Run 1, floorplan with the power grid:
Scale bar: 50 um. Pins as bars on the die edge. Tap cells in grey.
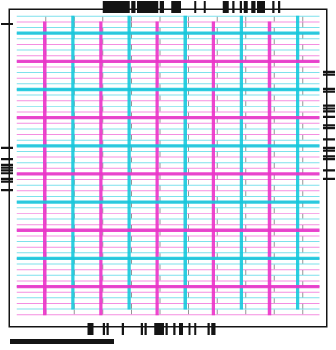
Run 1, placed cells, one colour a class:
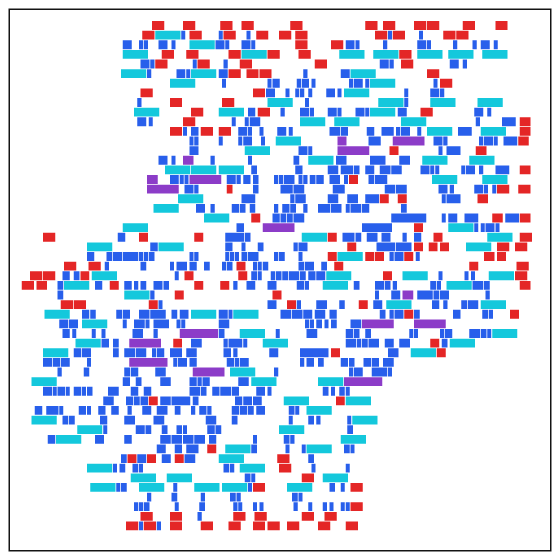
Run 1, clock distribution:
Scale bar: 50 um.
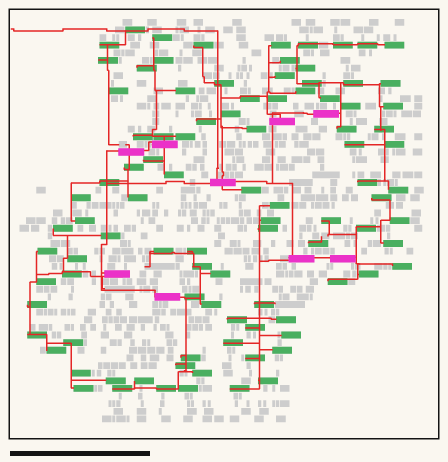
Run 1, wiring by layer:
Scale bar: 50 um. Only two layers are drawn.
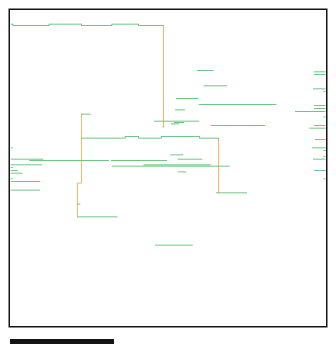
==> config.mk <==
export PLATFORM = sky130hd
export DESIGN_NAME = tpu_batch_sequencer
export DESIGN_NICKNAME = d
export VERILOG_FILES = /design/src/rtl/tpu_batch_sequencer.sv
export SDC_FILE = /design/constraint.sdc
export NUM_CORES = 1
export LEC_CHECK = 0
export CAP_MARGIN = 20
export CORE_MARGIN = 3
export CORE_UTILIZATION = 25
export CTS_CLUSTER_DIAMETER = 120
export DETAILED_ROUTE_END_ITERATION = 8
export PLACE_DENSITY = 0.46
export SYNTH_ARGS = -nofsm -noshare
export SYNTH_HDL_FRONTEND = slang
export SYNTH_SLANG_ARGS = --single-unit
==> constraint.sdc <==
create_clock -name clk -period 3.2 [get_ports clk]
set_input_delay 0.96 -clock clk [delete_from_list [all_inputs] [get_ports clk]]
set_output_delay 0.96 -clock clk [all_outputs]
set_load 0.02 [all_outputs]
==> impl_metrics.tcl, run 1 <==
# place-and-route summary
set metrics [dict create \
    outcome "completed" \
    cts_sinks 95 \
    global_route.overflow_total 0 \
    final_period_minus_worst_setup_slack_ns 3.13 \
    dp_hpwl_um 12600 \
    yosys_register_bits 95 \
    num-nets-final 882 \
    power.combinational.fraction_pct 38.6 \
    most-common-layout-cells "nand2_1, dfxtp_1, clkdlybuf4s50_1" \
    postSynthAreaPerCell_um2 7.72 \
    crit_path_max_fanout 2 \
    slew_headroom_pct 57.1 \
    post_route_cells_drive_above_1_share_pct 10.2 \
    antenna_cells_inserted 0 \
    maxSlewViolCount 0 \
    place.gp.congestion 0.843 \
    finalSetupViolations 0 \
    route.detailed.drc 0 \
    fp_nets 766 \
    critPathKind "in -> out" \
    synth_area_um2 5380 \
    worst_hold_path_type "reg -> reg" \
    ctsHtreeMaxLevel 3 \
    cts.root.buffer_cell "clkbuf_16" \
    routed_via_density 4.65 \
    startpoint_type "input port" \
    maxCapViolations 0 \
    critPathRequiredTime_ns 2.24 \
    yosysWarnings 0 \
    fmax_mhz 320 \
    dr.first_iter.drc_count 323 \
    maximum_clock_path_buffer_count 2 \
    worstMarginPinSlew_ns 0.639 \
    cts_tree "done" \
    critical_path_arrival_ns 2.17 \
    clkTransAtPathRegs_ns 0.07 \
    postSynthCellCount 696 \
    ys_area_um2 5380 \
    critical-path-slowest-cell "clkdlybuf4s50_1" \
    yosysCellCount 696 \
    area_delta_synth_final_pct 34.6 \
    final_antenna_net_count 0 \
    drtPass1Iterations 4 \
]
## Picture notes: 'floorplan with the power grid'
magenta -> VSS
cyan -> VDD
tap cells = 275
signal pins = 100
Max rail drop VDD: 0.272 mV
Chip Height: 153 um
area of the core: 21100 um^2
width of the die: 153 um

## Picture notes: 'placed cells, one colour a class'
purple -> clock drivers and dummy loads  # cells 16, share of their area 5.1%
blue -> remaining logic cells  # cells 561, share of their area 48%
red -> remaining buffers and delay cells  # cells 145, share of their area 19%
cyan -> registers  # cells 95, share of their area 28%
fraction of the core area covered by cells at the end of the flow: 34.3%
number of rows created at floorplan: 53
post-layout instance area: 7240 um^2
fraction of area in registers: 26.3%

## Picture notes: 'clock distribution'
red -> clock wires  # length 1480 um
magenta -> clock-net drivers  # count 9
green -> flip-flops  # count 95
flops lie = spread over the die
share of power burned in the clock network: 28.9%
Fin Clk Skew: 0.0110 ns
power consumed by the clock network: 1.28 mW
clock latency of the later-clocked register in the worst-skew pair: 0.35 ns

## Picture notes: 'wiring by layer'
green -> M3  # wire length 654 um
orange -> M4  # wire length 127 um
wire length per cell after detailed routing: 15.3 um
Vias: 5077
global-route usage over all layers: 14.0%

==> run 1: area by class of cell <==
class                           count  area [um^2]
Multi-Input combinational cell    551         3290
Timing Repair Buffer              145         1320
Clock inverter                      7          124
Fill cell                        2270        13900
Tap cell                          275          344
Sequential cell                    95         1900
Inverter                           10         37.5
Clock buffer                        9          225
==> run 1: logic make-up (layout without fill, tap and decap cells) <==
family	Yosys count	count (layout)	synth area share, %
flip-flops	95	95	35.4
buffers and inverters	50	171	3.86
XOR/XNOR	46	46	7.50
multiplexers	18	18	3.82
adder cells (fa/ha/maj)	6	6	1.40
AND/OR/NAND/NOR	332	332	28.9
AND-OR/OR-AND	149	149	19.2
==> run 1: metal layers <==
metal,GRT usage (%),routed length [um],part of all wire (%)
met5,0,0,0
met4,3.05,126,0.75
met3,2.93,653,3.9
met2,22.5,7670,46
met1,19.6,8240,49
==> run 1: critical path, delay by kind of cell <==
kind | cells | cell delay, ns
simple gates | 1 | 0.19
buf+inv | 3 | 1.01
==> run 1: power groups by stage <==
stage	clock network [mW]	logic (mW)	registers, mW
global placement	0	1.72	1.48
detailed placement	0	1.71	1.47
global route	1.37	1.92	1.47
finish	1.28	1.71	1.45
floorplan	0	1.15	1.45
CTS	1.33	1.72	1.45
==> run 1: synthesized netlist by cell type, types with 3 or more instances <==
cell	instances	area (um^2)
nand2_1	169	634
dfxtp_1	95	1900
a21boi_0	50	375
nor2_1	38	143
xnor2_1	36	315
clkbuf_1	35	131
a21oi_1	31	155
nor3_1	23	115
o21ai_0	23	115
nand3_1	20	100
nor4_1	14	87.6
nand4_1	13	81.3
and3_1	11	68.8
inv_1	10	37.5
mux2_2	10	113
xor2_1	10	87.6
nor2b_1	9	56.3
or3_1	9	56.3
o211ai_1	8	60.1
mux2i_1	7	70.1
and2_1	6	37.5
ha_1	6	75.1
o21a_1	6	45.0
nand2b_1	5	31.3
a211oi_1	4	30.0
a22oi_1	4	30.0
o221ai_1	4	35.0
nor3b_1	3	22.5
nor4b_1	3	26.3
o31ai_1	3	22.5
==> run 1: metrics by stage <==
step | TNS (ns) | power, mW | utilization (%) | instance area [um^2] | cells
2_1_floorplan | 0 | 2.60 | - | 5380 | 696
3_3_place_gp | -1.09 | 3.19 | 32.6 | 6880 | 1075
3_5_place_dp | -1.56 | 3.19 | 32.6 | 6880 | 1075
4_1_cts | 0 | 4.49 | 34.2 | 7220 | 1091
5_1_grt | 0 | 4.75 | 34.3 | 7240 | 1092
6_report | 0 | 4.44 | 34.3 | 7240 | 1092
==> run 1: repair_timing <==
| action | in CTS | in global routing |
|---|---|---|
| setup buffers | 0 | 1 |
| hold buffers | 0 | 0 |
| hold endpoints to repair | 0 | 0 |
| resized | 12 | 4 |
| cloned | 0 | 0 |
| pin swaps | 0 | 1 |
| setup endpoints to repair | 12 | 9 |
==> run 1 -> run 2 <==
- CORE_ASPECT_RATIO: unset -> 1.25
Run 2, placed cells, one colour a class:
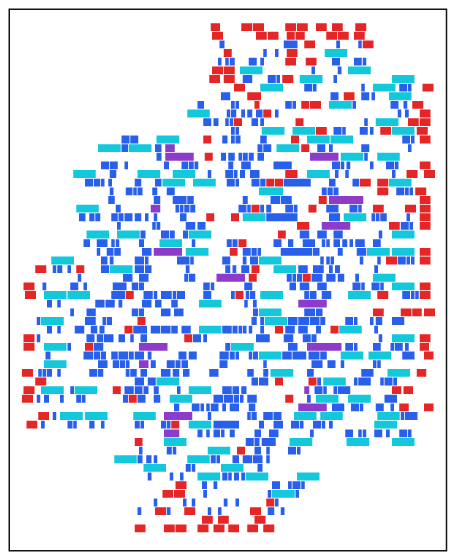
blue -> remaining logic cells  # cells 561, share of their area 49%
cyan -> registers  # cells 95, share of their area 28%
purple -> clock drivers and dummy loads  # cells 16, share of their area 4.8%
red -> remaining buffers and delay cells  # cells 142, share of their area 19%
number of rows created at floorplan: 59
area of the core: 21000 um^2
fraction of the core area covered by cells at the end of the flow: 34.4%

Run 2, clock distribution:
Scale bar: 50 um.
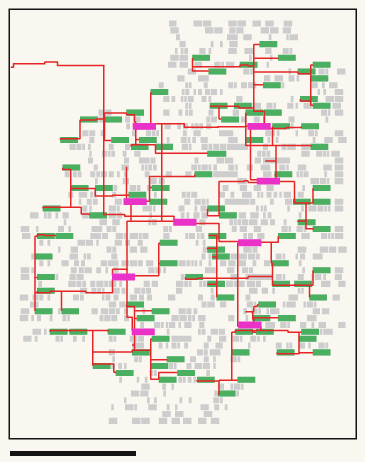
green -> flip-flops  # count 95
red -> clock wires  # length 1460 um
magenta -> clock-net drivers  # count 9
routed clock nets = 10
Fin Clk Skew: 0.00923 ns
share of power burned in the clock network: 27.4%
power consumed by the clock network: 1.22 mW

==> run 2 against run 1 <==
Wire length up 3.3%. Core utilization up 0.11 points. Sequential share of layout area up 0.086 points. First-iteration DRC count down 16%. Sequential power about the same. Worst setup slack better by 0.054 ns. Register-to-register slack worse by 0.09 ns. Via count up 1.9%. Combinational power up 4%. Fmax up 1.8%. Die size about the same. Final cell count down 0.37%. Critical path type is now reg -> out. Largest cell class unchanged.
==> impl_metrics.tcl, run 2 <==
# place-and-route summary
set metrics [dict create \
    dr.first_iter.drc_count 272 \
    drtPass1Iterations 4 \
    place.gp.congestion 0.803 \
    final_period_minus_worst_setup_slack_ns 3.07 \
    routed_via_density 4.76 \
    critPathRequiredTime_ns 2.24 \
    antenna_cells_inserted 0 \
    top_cells_by_count "nand2_1, dfxtp_1, a21boi_0" \
    worstMarginPinSlew_ns 0.529 \
    top_area_cell "dfxtp_1" \
    cts_tree "done" \
    detail_route.wl_per_cell_um 15.9 \
    cts_hold_repair.buffers 0 \
    postSynthAreaPerCell_um2 7.72 \
    critPathKind "reg -> out" \
    num-nets-final 879 \
    fin_area_um2 7220 \
    most-common-layout-cells "nand2_1, dfxtp_1, clkdlybuf4s50_1" \
    critical-path-slowest-cell "dfxtp_2" \
    worst_hold_path_type "reg -> reg" \
    cts.root.buffer_cell "clkbuf_16" \
    maxSlewViolCount 0 \
    area_delta_synth_final_pct 34.3 \
    maxCapViolations 0 \
    post_route_cells_drive_above_1_share_pct 9.83 \
    maximum_clock_path_buffer_count 2 \
    startpoint_type "register" \
    yosysCellCount 696 \
    finalSetupViolations 0 \
    yosys_register_bits 95 \
    synthDominantCellAreaShare_pct 35.4 \
    outcome "completed" \
    die_x_um 137 \
    cts_sinks 95 \
    worst_skew_pair.late_latency_ns 0.35 \
    fp_nets 766 \
    final_antenna_net_count 0 \
    dp_hpwl_um 13100 \
    flop_area_um2 1900 \
    tns_ns 0 \
    ys_area_um2 5380 \
    critical_path_arrival_ns 2.11 \
    global_route.overflow_total 0 \
    floorplan.die.height_um 170 \
    clkTransAtPathRegs_ns 0.07 \
    fillCellCount 2266 \
    placement_stage_cell_area_um2 6860 \
    synth_area_um2 5380 \
    ctsHtreeMaxLevel 3 \
    fmax_mhz 325 \
    ir_worst_vdd_mv 0.256 \
    dr_total_vias 5176 \
    slew_headroom_pct 64.7 \
    crit_path_max_fanout 11 \
]
[run 2: what timing repair did]
action                                  in CTS  in global routing
resized                                     11                  7
buffers inserted                             0                  0
endpoints found under the setup margin      10                 13
gates cloned                                 0                  0
[run 2: layout make-up]
type	count	share of cell area (%)
multi-input cells	551	45.7
flip-flops and latches	95	26.4
repair buffers	142	18.1
well taps	274	4.75
clock buffers	10	3.31
clock inverters	6	1.27
inverters	10	0.520
[run 2: power by group]
part / internal [mW] / switching, mW
registers: 1.30 / 0.153
clock network: 0.713 / 0.502
logic: 0.802 / 0.965
[run 2: routing by layer]
metal	global-route usage, %	routed length [um]
met1	17.5	7290
met2	27.1	8950
met4	5.25	304
met3	2.93	713
met5	0	0
[run 2: metrics by stage]
stage,hold WS [ns],util (%),std cells
global route,0.486,34.4,1088
finish,0.463,34.4,1088
floorplan,0.441,-,696
detailed placement,0.458,32.7,1072
global placement,0.452,32.7,1072
CTS,0.468,34.3,1088
[run 2: cell families after synthesis]
family | count (synthesis) | synth area share [%]
and+or+nand+nor | 332 | 28.9
AOI/OAI and AO/OA | 149 | 19.2
DFF | 95 | 35.4
buffers and inverters | 50 | 3.86
xor gates and xnor gates | 46 | 7.50
muxes | 18 | 3.82
adders and majority gates | 6 | 1.40
[run 2: critical path, delay by kind of cell (launching register included)]
family,cells,cell delay (ns)
flops,1,0.36
simple gates,2,0.40
mux,1,0.35
buf+inv,3,0.65
Power is estimated from default activity; no workload was simulated.
